--- src/rtl/ltpi_data_channel_fifo_requester.sv ---
//------------------------------------------------------------------------------
// ltpi_data_channel_fifo_requester
//
// Host-side requester in front of the data channel controller FIFO. It takes
// one host request at a time, pushes it into the FIFO request queue over the
// level handshake (req_wr_en / req_wr_ack), then pops the matching response
// (resp_rd_en / resp_rd_ack) and returns it to the host with a timeout flag.
// Responses that turn up after a timeout are counted in stale_cnt. They are
// drained from IDLE before any new request is accepted, which keeps later
// requests paired with their own responses.
//
// Ports
//   clk, reset          clock, asynchronous active-high reset
//   host_req_*          host request (valid/ready, ready is combinational)
//   host_resp_*         host response (valid/ready) with timeout status
//   req_wr_*, req_full  FIFO request-queue write side
//   resp_rd_*, resp_empty FIFO response-queue read side
//   busy                FSM is not in IDLE
//   stale_cnt           late responses still owed to timed-out requests
//
// state     | meaning
// ----------+-------------------------------------------------------------
// IDLE      | ready for a host request, or start draining a stale response
// WR_REQ    | req_wr_en held high, waiting for req_wr_ack
// WR_REL    | waiting for req_wr_ack to drop, then arm the response timer
// WAIT_RESP | waiting for a response in the FIFO, timer running
// RD_RESP   | resp_rd_en held high, waiting for resp_rd_ack
// RD_REL    | waiting for resp_rd_ack to drop, then present the response
// DRAIN     | popping a late response, which is then discarded
// DRAIN_REL | waiting for resp_rd_ack to drop, then retire one stale entry
// HOST_RESP | response held for the host until host_resp_ready
//------------------------------------------------------------------------------
`timescale 1ns/1ps

module ltpi_data_channel_fifo_requester #(
    parameter int REQ_WIDTH       = 32,
    parameter int RESP_WIDTH      = 32,
    parameter int TIMEOUT_CYCLES  = 1024,
    parameter int STALE_CNT_WIDTH = 4
) (
    input  logic                       clk,
    input  logic                       reset,
    input  logic                       host_req_valid,
    input  logic [REQ_WIDTH-1:0]       host_req_data,
    output logic                       host_req_ready,
    output logic                       host_resp_valid,
    output logic [RESP_WIDTH-1:0]      host_resp_data,
    output logic                       host_resp_timeout,
    input  logic                       host_resp_ready,
    output logic                       req_wr_en,
    output logic [REQ_WIDTH-1:0]       req_wr_data,
    input  logic                       req_wr_ack,
    input  logic                       req_full,
    output logic                       resp_rd_en,
    input  logic [RESP_WIDTH-1:0]      resp_rd_data,
    input  logic                       resp_rd_ack,
    input  logic                       resp_empty,
    output logic                       busy,
    output logic [STALE_CNT_WIDTH-1:0] stale_cnt
);

    typedef enum logic [3:0] {
        IDLE, WR_REQ, WR_REL, WAIT_RESP, RD_RESP, RD_REL, DRAIN, DRAIN_REL, HOST_RESP
    } state_t;

    localparam int CNT_W = (TIMEOUT_CYCLES > 2) ? $clog2(TIMEOUT_CYCLES) : 1;
    // Down-counter: loaded on WAIT_RESP entry, terminal count at zero, so the
    // timeout fires on the TIMEOUT_CYCLES-th cycle spent in WAIT_RESP.
    localparam logic [CNT_W-1:0] TMR_LOAD = CNT_W'(TIMEOUT_CYCLES - 1);
    localparam logic [STALE_CNT_WIDTH-1:0] STALE_MAX = '1;

    state_t                     state, state_d;
    logic [CNT_W-1:0]           tmr, tmr_d;
    logic                       req_wr_en_d, resp_rd_en_d;
    logic [REQ_WIDTH-1:0]       req_wr_data_d;
    logic                       host_resp_valid_d, host_resp_timeout_d;
    logic [RESP_WIDTH-1:0]      host_resp_data_d;
    logic [STALE_CNT_WIDTH-1:0] stale_cnt_d;
    logic                       drain_pending;

    assign drain_pending  = (stale_cnt != '0) && !resp_empty;
    assign host_req_ready = (state == IDLE) && !req_full && !drain_pending;
    assign busy           = (state != IDLE);

    always_ff @(posedge clk or posedge reset) begin
        if (reset) begin
            state             <= IDLE;
            tmr               <= '0;
            req_wr_en         <= 1'b0;
            req_wr_data       <= '0;
            resp_rd_en        <= 1'b0;
            host_resp_valid   <= 1'b0;
            host_resp_data    <= '0;
            host_resp_timeout <= 1'b0;
            stale_cnt         <= '0;
        end else begin
            state             <= state_d;
            tmr               <= tmr_d;
            req_wr_en         <= req_wr_en_d;
            req_wr_data       <= req_wr_data_d;
            resp_rd_en        <= resp_rd_en_d;
            host_resp_valid   <= host_resp_valid_d;
            host_resp_data    <= host_resp_data_d;
            host_resp_timeout <= host_resp_timeout_d;
            stale_cnt         <= stale_cnt_d;
        end
    end

    always_comb begin
        state_d             = state;
        tmr_d               = tmr;
        req_wr_en_d         = req_wr_en;
        req_wr_data_d       = req_wr_data;
        resp_rd_en_d        = resp_rd_en;
        host_resp_valid_d   = host_resp_valid;
        host_resp_data_d    = host_resp_data;
        host_resp_timeout_d = host_resp_timeout;
        stale_cnt_d         = stale_cnt;

        case (state)
            IDLE: begin
                // A waiting late response is retired before any new request.
                if (drain_pending) begin
                    resp_rd_en_d = 1'b1;
                    state_d      = DRAIN;
                end else if (host_req_valid && host_req_ready) begin
                    req_wr_data_d = host_req_data;
                    req_wr_en_d   = 1'b1;
                    state_d       = WR_REQ;
                end
            end
            WR_REQ: begin
                if (req_wr_ack) begin
                    req_wr_en_d = 1'b0;
                    state_d     = WR_REL;
                end
            end
            WR_REL: begin
                if (!req_wr_ack) begin
                    tmr_d   = TMR_LOAD;
                    state_d = WAIT_RESP;
                end
            end
            WAIT_RESP: begin
                // A response arriving on the terminal cycle still wins.
                if (!resp_empty) begin
                    resp_rd_en_d = 1'b1;
                    state_d      = RD_RESP;
                end else if (tmr == '0) begin
                    host_resp_valid_d   = 1'b1;
                    host_resp_timeout_d = 1'b1;
                    host_resp_data_d    = '0;
                    if (stale_cnt != STALE_MAX) begin
                        stale_cnt_d = stale_cnt + 1'b1;
                    end
                    state_d = HOST_RESP;
                end else begin
                    tmr_d = tmr - 1'b1;
                end
            end
            RD_RESP: begin
                if (resp_rd_ack) begin
                    host_resp_data_d = resp_rd_data;
                    resp_rd_en_d     = 1'b0;
                    state_d          = RD_REL;
                end
            end
            RD_REL: begin
                // Waiting for ack to drop keeps a second pop from starting early.
                if (!resp_rd_ack) begin
                    host_resp_valid_d   = 1'b1;
                    host_resp_timeout_d = 1'b0;
                    state_d             = HOST_RESP;
                end
            end
            DRAIN: begin
                if (resp_rd_ack) begin
                    resp_rd_en_d = 1'b0;
                    state_d      = DRAIN_REL;
                end
            end
            DRAIN_REL: begin
                if (!resp_rd_ack) begin
                    if (stale_cnt != '0) begin
                        stale_cnt_d = stale_cnt - 1'b1;
                    end
                    state_d = IDLE;
                end
            end
            HOST_RESP: begin
                if (host_resp_ready) begin
                    host_resp_valid_d   = 1'b0;
                    host_resp_data_d    = '0;
                    host_resp_timeout_d = 1'b0;
                    state_d             = IDLE;
                end
            end
            default: begin
                state_d = IDLE;
            end
        endcase
    end

endmodule

--- config.mk ---
export PLATFORM = sky130hd
export DESIGN_NAME = ltpi_data_channel_fifo_requester
export DESIGN_NICKNAME = d
export VERILOG_FILES = /design/src/rtl/ltpi_data_channel_fifo_requester.sv
export SDC_FILE = /design/constraint.sdc
export NUM_CORES = 1
export LEC_CHECK = 0
export CORE_UTILIZATION = 30
export CTS_CLUSTER_DIAMETER = 120
export DETAILED_ROUTE_END_ITERATION = 10
export SLEW_MARGIN = 20
export SYNTH_ARGS = -nofsm -noshare
export SYNTH_HDL_FRONTEND = slang
export SYNTH_SLANG_ARGS = --single-unit
--- constraint.sdc ---
create_clock -name clk -period 3.05 [get_ports clk]
set_input_delay 0.61 -clock clk [delete_from_list [all_inputs] [get_ports clk]]
set_output_delay 0.61 -clock clk [all_outputs]
set_load 0.05 [all_outputs]
Figure 1. Sequential cells colored by netlist name.
Other sequential cells in the stronger gray, the rest of the logic in the fainter gray.
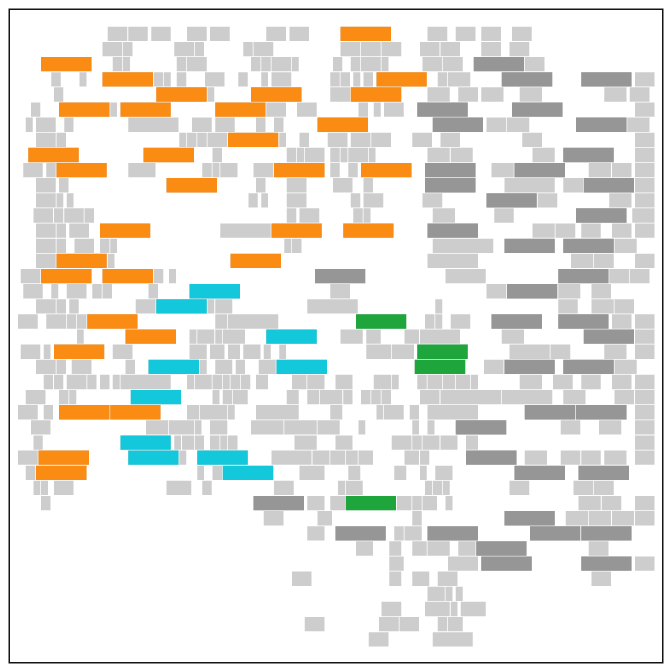
| color | netlist name | placed flops |
|---|---|---|
| cyan | `tmr` | 10 |
| orange | `host_resp_data` | 32 |
| green | `state` | 4 |
Layout Utilization: 46.8%
total sequential power: 0.00186 W
Flop area: 2150 sq um

Figure 2. Signal wires on met4.
Cells faint in the background.
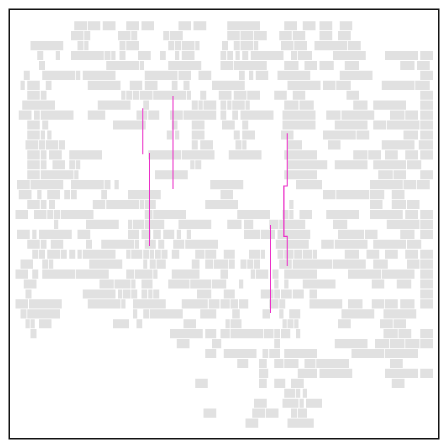
main direction: vertical
nets with wire on the layer: 3
longest straight run: 25.2 um
final wirelength: 9560 um
via count: 3,184

Figure 3. Pin map.
Pins as bars across the die edge, other pins in gray.
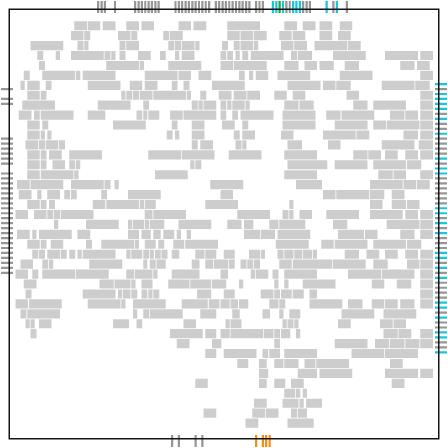
| color | port | pins | direction | edge |
|---|---|---|---|---|
| orange | `stale_cnt` | 4 | output | south |
| cyan | `host_req_data` | 32 | input | 24 east, 8 north |
| green | `reset` | 1 | input | north |
all pins by edge: 55 east, 53 north, 30 west, 8 south
count of buffers inserted at the top-level ports: 145
die extent in y: 117 um
die outline width: 117 um

registers in the layout (all words and copies together) (netlist names):
| register | cells |
|---|---|
| host_resp_data | 32 |
| host_resp_timeout | 1 |
| host_resp_valid | 1 |
| req_wr_data | 32 |
| req_wr_en | 1 |
| resp_rd_en | 1 |
| stale_cnt | 4 |
| state | 4 |
| tmr | 10 |
placed cells by master, fill, tap and decap left out, types with 6 or more instances in the layout:
cell type	count
inv_1	43
dfrtp_1	86
nand2_1	9
nor3_1	6
nor2_1	11
buf_4	7
clkdlybuf4s50_1	144
o21ai_1	36
mux2_1	33
a21oi_1	6
xnor2_1	10
nand3_1	35
clkbuf_16	9
cell families after synthesis:
group,Yosys count,share of synthesized area [%]
buffers and inverters,64,6.41
flip-flops,86,54.1
adder cells (fa/ha/maj),5,1.76
XOR/XNOR,10,2.20
multiplexers,37,10.5
AND-OR/OR-AND,66,10.2
AND/OR/NAND/NOR,95,14.9
worst max-delay path: stages (launching register included):
cell	delay, ns
dfrtp_1	0.39
buf_4	0.20
nor4_1	0.45
inv_1	0.08
clkdlybuf4s50_1	0.73
cell type report:
class	count	share of cell area, %
flip-flops and latches	86	36.0
multi-input cells	213	26.3
repair buffers	154	26.0
clock buffers	10	3.99
well taps	172	3.60
inverters	44	2.78
clock inverters	5	1.38
how the worst max path moves through the flow:
stage	to	from	cells past startpoint	slack, ns
after floorplan	host_resp_data[0]	reset	1	0.22
after global placement	req_wr_data[19]	resp_empty	4	0.51
after detailed placement	req_wr_data[30]	resp_empty	4	0.46
after CTS	busy	state[2]	4	0.24
after global routing	busy	state[2]	4	0.11
final	busy	state[2]	4	0.25
through the flow:
step	hold slack, ns	instance area [sq um]	total power, W	util, %	cells
detailed placement	0.481	5660	0.00554	44.3	669
CTS	0.495	5980	0.00676	46.8	684
global placement	0.472	5660	0.00549	44.3	669
floorplan	0.489	3980	0.00429	-	363
finish	0.490	5980	0.00667	46.8	684
global route	0.515	5980	0.00706	46.8	684
layer usage:
metal	up-vias	part of all wire, %	GRT usage, %
li1	1556	-	-
met1	1513	45	17.4
met2	102	47	22.7
met3	13	6.5	4.43
met4	0	1.3	4.39
met5	-	0	0
power groups by stage:
stage / Sequential, W / Clock (W) / Combinational [W]
after detailed placement: 0.00188 / 0 / 0.00366
final: 0.00186 / 0.00118 / 0.00364
after floorplan: 0.00330 / 0 / 0.000985
after global routing: 0.00193 / 0.00127 / 0.00386
after global placement: 0.00187 / 0 / 0.00363
after CTS: 0.00187 / 0.00122 / 0.00367
==> run summary <==
Notes on the flow run.

- After synthesis, the most frequently instantiated cells are dfrtp_1, inv_1, o21ai_1.
- The number of setup violations in the final report is 0, for reference.
- The synthesized instance count is between 300 and 400, for reference.
- The number of antenna violations at the first check in global routing is 0, for reference.
- The first global-routing pass estimated 14,500 um of wire.
- The area added between synthesis and finish is 50.3%, for reference.
- The routability congestion estimate from global placement is 0.743, for reference.
- The cell type with the largest total area is dfrtp_1, for reference.
- The worst endpoint required time is 2.44 ns, for reference.
- The share of async-settable or async-resettable flops after synthesis is 100%, for reference.
- The worst setup path is launched from a flop.
- The number of setup buffers added after CTS is 0, for reference.
- The number of ports placed on the die boundary is ~150, for reference.
- In the final timing run, aggregate negative setup slack is 0 ns.
- The detailed placer's ending HPWL is roughly 6800 um, for reference.
- The detailed router's first-iteration violation count is 140, for reference.
- The class of the tightest hold or removal check is flop to flop, for reference.
- Per the synthesis report, the number of distinct cell types is 54.
- The synthesized area per cell is 11.0 sq um, for reference.
- The flow ran to the end, and the final reports show no timing, DRC or antenna violations.
- The clock period could shrink to 2.80 ns.
- Clock skew on the completed layout was measured at 0.00546 ns.
- Per the final report, max-transition violations number 0.
- The floorplan step records an initial core utilization of between 30% and 40%.
- Counting instances, the worst hold path has a depth of 1.
- Per the final layout report, the fraction of cells sized above drive strength 1 comes to under 10%.
- The part of the power in combinational logic is 54.5%, for reference.
- The final layout contains 585 nets.
- Setup repair after global routing left no endpoint under its margin.
- The number of cells in the yosys synthesis report is about 360, for reference.
- The mean number of vias per cell is 4.65, for reference.
- For hold timing, the worst endpoint is req_wr_data[23].
- Per the timing report, the achievable frequency comes out to ~0.36 GHz.
- The startpoint of the most critical register-to-register path is tmr[0], for reference.
- The arrival time at the worst endpoint is between 2 and 2.5 ns, for reference.
- The path type of the worst setup path is flop to output port, for reference.
- The worst vdd rail ir drop is 0.387 mV, for reference.
- For this run, the number of Yosys warnings is 0.
- The worst setup path is captured at an output port.
Power and IR drop assume default switching activity.
